run_1/flops_by_reg.png
Scale bar: 20 um.
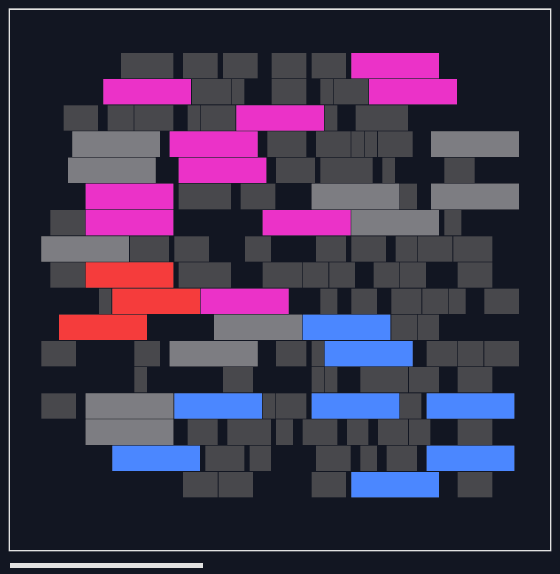
run_1/clocks.png
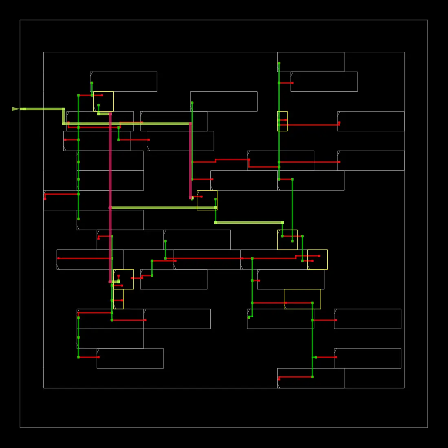
run_1/metal_density.png
The die is cut into 11 by 11 equal tiles; dark blue is low, red is high, scaled to the fullest tile. Values are wire area over tile area, all layers added.
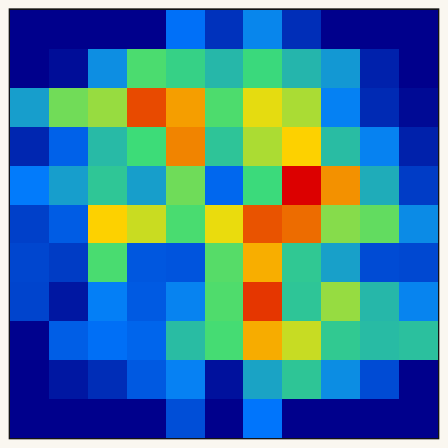
## config.mk

```make
export PLATFORM = sky130hd
export DESIGN_NAME = ripplecarry4_deskew
export DESIGN_NICKNAME = d
export VERILOG_FILES = /design/src/rtl/ripplecarry4_deskew.sv
export SDC_FILE = /design/constraint.sdc
export NUM_CORES = 1
export LEC_CHECK = 0
export ABC_CLOCK_PERIOD_IN_PS = 3700
export CAP_MARGIN = 20
export CORE_MARGIN = 3
export CORE_UTILIZATION = 52
export DETAILED_ROUTE_END_ITERATION = 10
export HOLD_SLACK_MARGIN = 0.03
export PLACE_DENSITY_LB_ADDON = 0.25
export SLEW_MARGIN = 40
export SYNTH_ARGS = -nofsm -noshare
export SYNTH_HDL_FRONTEND = slang
export SYNTH_SLANG_ARGS = --single-unit
```

## constraint.sdc

```tcl
create_clock -name clk -period 3.7 [get_ports clk]
set_input_delay 0.74 -clock clk [delete_from_list [all_inputs] [get_ports clk]]
set_output_delay 0.74 -clock clk [all_outputs]
set_load 0.01 [all_outputs]
```

## src/rtl/ripplecarry4_deskew.sv

```systemverilog
// rtl/ripplecarry4_deskew.sv - realigns bit-skewed adder output into a 2-entry result FIFO
module ripplecarry4_deskew (
  input  logic       clk,
  input  logic       rst,
  input  logic [3:0] sum,
  input  logic       cout,
  input  logic       in_valid,
  output logic [4:0] out_data,
  output logic       out_valid,
  input  logic       out_ready,
  output logic       overflow,
  output logic [7:0] count
);

  typedef enum logic [1:0] {EMPTY, ONE, FULL} fifo_state_t;

  fifo_state_t state, state_nxt;

  logic [2:0] s0_d;
  logic [1:0] s1_d;
  logic       s2_d;
  logic [2:0] v_d;
  logic [4:0] mem [2];
  logic       wr_ptr;
  logic       rd_ptr;

  logic [4:0] aligned;
  logic       v3;
  logic       pop;
  logic       push;
  logic       drop;

  // Lower bits arrive earlier, so each gets one stage less than the bit below it.
  assign aligned = {cout, sum[3], s2_d, s1_d[1], s0_d[2]};
  assign v3      = v_d[2];

  assign out_valid = (state != EMPTY);
  assign out_data  = out_valid ? mem[rd_ptr] : 5'b0;

  assign pop  = out_valid & out_ready;
  assign push = v3 & ((state != FULL) | pop);
  assign drop = v3 & (state == FULL) & ~pop;

  always_ff @(posedge clk or negedge rst) begin
    if (!rst) begin
      s0_d <= 3'b0;
      s1_d <= 2'b0;
      s2_d <= 1'b0;
      v_d  <= 3'b0;
    end else begin
      s0_d <= {s0_d[1:0], sum[0]};
      s1_d <= {s1_d[0], sum[1]};
      s2_d <= sum[2];
      v_d  <= {v_d[1:0], in_valid};
    end
  end

  always_ff @(posedge clk or negedge rst) begin
    if (!rst) begin
      state    <= EMPTY;
      mem[0]   <= 5'b0;
      mem[1]   <= 5'b0;
      wr_ptr   <= 1'b0;
      rd_ptr   <= 1'b0;
      overflow <= 1'b0;
      count    <= 8'h00;
    end else begin
      state <= state_nxt;
      if (push) begin
        mem[wr_ptr] <= aligned;
        wr_ptr      <= ~wr_ptr;
        count       <= count + 8'd1;
      end
      if (pop) begin
        rd_ptr <= ~rd_ptr;
      end
      if (drop) begin
        overflow <= 1'b1;
      end
    end
  end

  always_comb begin
    state_nxt = state;
    case (state)
      EMPTY: if (push) state_nxt = ONE;
      ONE: begin
        if (push && !pop)      state_nxt = FULL;
        else if (pop && !push) state_nxt = EMPTY;
      end
      FULL:    if (pop && !push) state_nxt = ONE;
      default: state_nxt = EMPTY;
    endcase
  end

endmodule

```

==> results.txt, run 1 <==
Flow results follow.

Post-synthesis, Yosys gives the total cell area as 1310 um^2. The fraction of final layout cells sized beyond drive strength 1 is 15.4%. At the pin with the least slew margin, the transition time is 790 ps. Per the post-CTS timing run, clock transition at the registers of the reported paths is 100 ps. After layout, the buffer instance count without clock buffers stands at 24.

Per the CTS log, the buffer count on the longest clock path is 2. The portion of netlist area occupied by mux cells is 15.5%. Global routing used 24.0% of the available met2 tracks. The count of max-cap constraint violations is 0. The normalized max-slew margin is 47.2%. The flow ran to the end, and the final reports show no timing, DRC or antenna violations. The number of top-level pins is 24. The leakage power figure is 0.702 nW. The flow measured a signed area growth from synthesis to layout of 23.6%. Per the synthesis report, the simple-gate share of the synthesized area is 11.8%. The synthesized flop and latch total is 32. The largest cell class by area is registers.

Summed over all nets, wire length on met2 after detailed routing comes to 966 um. Per report_power, the top consumer among the power groups is registers. In the layout the commonest cells are 32 x sky130_fd_sc_hd__dfrtp_1, 23 x sky130_fd_sc_hd__clkdlybuf4s50_1, 7 x sky130_fd_sc_hd__nor2_1, 7 x sky130_fd_sc_hd__xnor2_1. The number of routed nets with antenna violations is 0. The fraction of power spent switching nets is 30.9%. The kind of cell adding the most delay to the critical path is simple AND/OR/NAND/NOR gates.

Yosys reported that registers with async set or reset make up 100%. Of the total standard cell area in the layout, the multi-input combinational portion is 29.6%. As logged by OpenROAD, the buffers inserted on ports number 23. Per the Yosys statistics, synthesis produced 95 cells. The type of element launching the critical path is a flip-flop. The number of warnings in the stage logs is 26. The number of global-route vias before repair is 854. Measured along the y axis, the die boundary spans 56.1 um. The largest net degree at the start of global routing is 33. The layout report lists the clock-cell share of area as 3.65%.
Back to the opening pictures, flops_by_reg.png:
[mem] magenta | flops: 10
[s0_d] red | flops: 3
[count] blue | flops: 8
not colored: 11
flop share of the area: 49.7%
P_seq: 0.000586 W
Finished Core Util: 70.2%
Flop area: 801 um^2

Back to the opening pictures, clocks.png:
Inserted Clock Buffers: 5
count of clock tree sinks: 32
clock skew: 10.3 ps
count of clock-net buffers in the final layout: 8
Clock net power: 0.000199 W

Back to the opening pictures, metal_density.png:
fullest tile: 0.32
emptiest ninth of the die: lower left
nearly empty tiles: 18%
tiles over half the peak: 26%
densest ninth of the die: center
mean over tiles: 0.11
via count: 793
total routing usage reported by global routing: 16.0%
average wire length per cell after detail routing: 13.8 um

run 1: Yosys cell counts, types with 2 or more instances:
cell                       number
sky130_fd_sc_hd__dfrtp_1       32
sky130_fd_sc_hd__nor2_1         7
sky130_fd_sc_hd__xnor2_1        7
sky130_fd_sc_hd__mux2_2         6
sky130_fd_sc_hd__mux2i_1        6
sky130_fd_sc_hd__mux2_4         5
sky130_fd_sc_hd__nand2_1        3
sky130_fd_sc_hd__nor3b_1        3
sky130_fd_sc_hd__and3_1         2
sky130_fd_sc_hd__clkbuf_1       2
sky130_fd_sc_hd__nand3_1        2
sky130_fd_sc_hd__nand4_1        2
sky130_fd_sc_hd__o21ai_0        2
sky130_fd_sc_hd__xor2_1         2
--- run 2 (diff from run 1) ---
ABC_CLOCK_PERIOD_IN_PS = 2200   (was 3700)
CORE_UTILIZATION = 45   (was 52)
clock period = 2.2 ns   (was 3.7 ns; I/O delays follow)
run_2/wires.png
Only two layers are drawn.
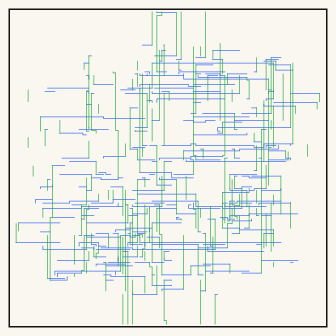
[metal 1] blue | wire length: 1050 um
[metal 2] green | wire length: 962 um
via count: 809
average wire length per cell after detail routing: 14.1 um
overall routed net length: 2180 um

==> results.txt, run 2 <==
Flow results follow.

STA classifies the critical path startpoint as a flip-flop. The area added between synthesis and finish is 26.7%. The normalized max-slew margin was 74.5% (+27 points). The fraction of power spent switching nets is 30.7% (-0.22 points). The clock edge transition at the registers on the reported setup and hold paths is 90 ps (about the same). The leakage power figure is 0.723 nW (+2.9%). The yosys-reported design area after synthesis is 1310 um^2 (unchanged). The end-of-flow core utilization is 63.3% (-6.9 points). The clock network power is 0.000363 W (+82%). The maximum clock skew at final layout came to 11.3 ps (+0.990 ps). The tally of buffers added on design ports was 23 (unchanged). Leaving out fill and tap cells, the most frequent cells in the layout are 31 x sky130_fd_sc_hd__dfrtp_1, 23 x sky130_fd_sc_hd__clkdlybuf4s50_1, 7 x sky130_fd_sc_hd__xnor2_1. The number of buffers added by the clock tree synthesis step is 5 (unchanged). The highest achievable clock rate is 0.491 GHz. The number of routed nets with antenna violations is 0 (unchanged). The number of global-route vias before repair is 811 (-5.0%). The number of top-level pins was 24 (unchanged).

The aggregate global-route resource usage is 14.7% (-1.3 points). The routed length on met2 was 962 um (-0.41%). The die boundary height is 59.9 um (+6.7%). The detailed router put a total of 1050 um of wire on met1. The count of max-cap constraint violations is 0 (unchanged). The endpoint of the worst hold path is s0_d[2]. The most common cell in the synthesized netlist is sky130_fd_sc_hd__dfrtp_1.

Broken down by cell family, the worst path's largest delay share belongs to buffers and inverters. The top power consumer group is registers. Setup total negative slack on the finished layout was measured at 0 ps. The met2 track utilization from global routing was 20.4% (-3.7 points). The flow ran to the end, and the final reports show no timing, DRC or antenna violations. The cell depth of the worst flop-to-flop path is 3. The actual transition at the worst max-transition pin is 383 ps (-407 ps). By count the netlist is led by 32 x sky130_fd_sc_hd__dfrtp_1, 7 x sky130_fd_sc_hd__nor2_1, 7 x sky130_fd_sc_hd__xnor2_1. The proportion of register bits with asynchronous set or reset after synthesis is 100% (unchanged). The cell count in the Yosys report is 95 (unchanged). The initialized floorplan defines 18 standard-cell rows. The number of buffers between clock root and the deepest sink is 2 (unchanged). The power dissipated in sequential cells came to 0.000989 W (+69%). The clock net sink count is 32 (unchanged).

The number of antenna violations at the first check in global routing is 0.
[run 2: cell counts after synthesis]
Identical to the previous run, type by type.
[run 2: cell type report]
cell class              instances  area (um^2)
clock buffers                   7         65.1
inverters                       1         3.75
well taps                      30         37.5
flip-flops and latches         32          802
repair buffers                 27          260
multi-input cells              58          484
fillers                       209          960
[run 2: worst register-to-register path, cell delays in order, from the launching register on]
cell and delay [ps]:
sky130_fd_sc_hd__dfrtp_1 520, sky130_fd_sc_hd__or3b_1 500, sky130_fd_sc_hd__and3_4 270, sky130_fd_sc_hd__mux2_4 300
[run 2: logic make-up after synthesis]
kind of cell | Yosys count | share of synthesized area, %
buf+inv | 5 | 2.11
fa+ha+maj | 1 | 0.959
xor+xnor | 9 | 6.04
simple gates | 26 | 11.8
compound gates | 5 | 2.21
flops | 32 | 61.4
mux | 17 | 15.5
Power is estimated from default activity; no workload was simulated.
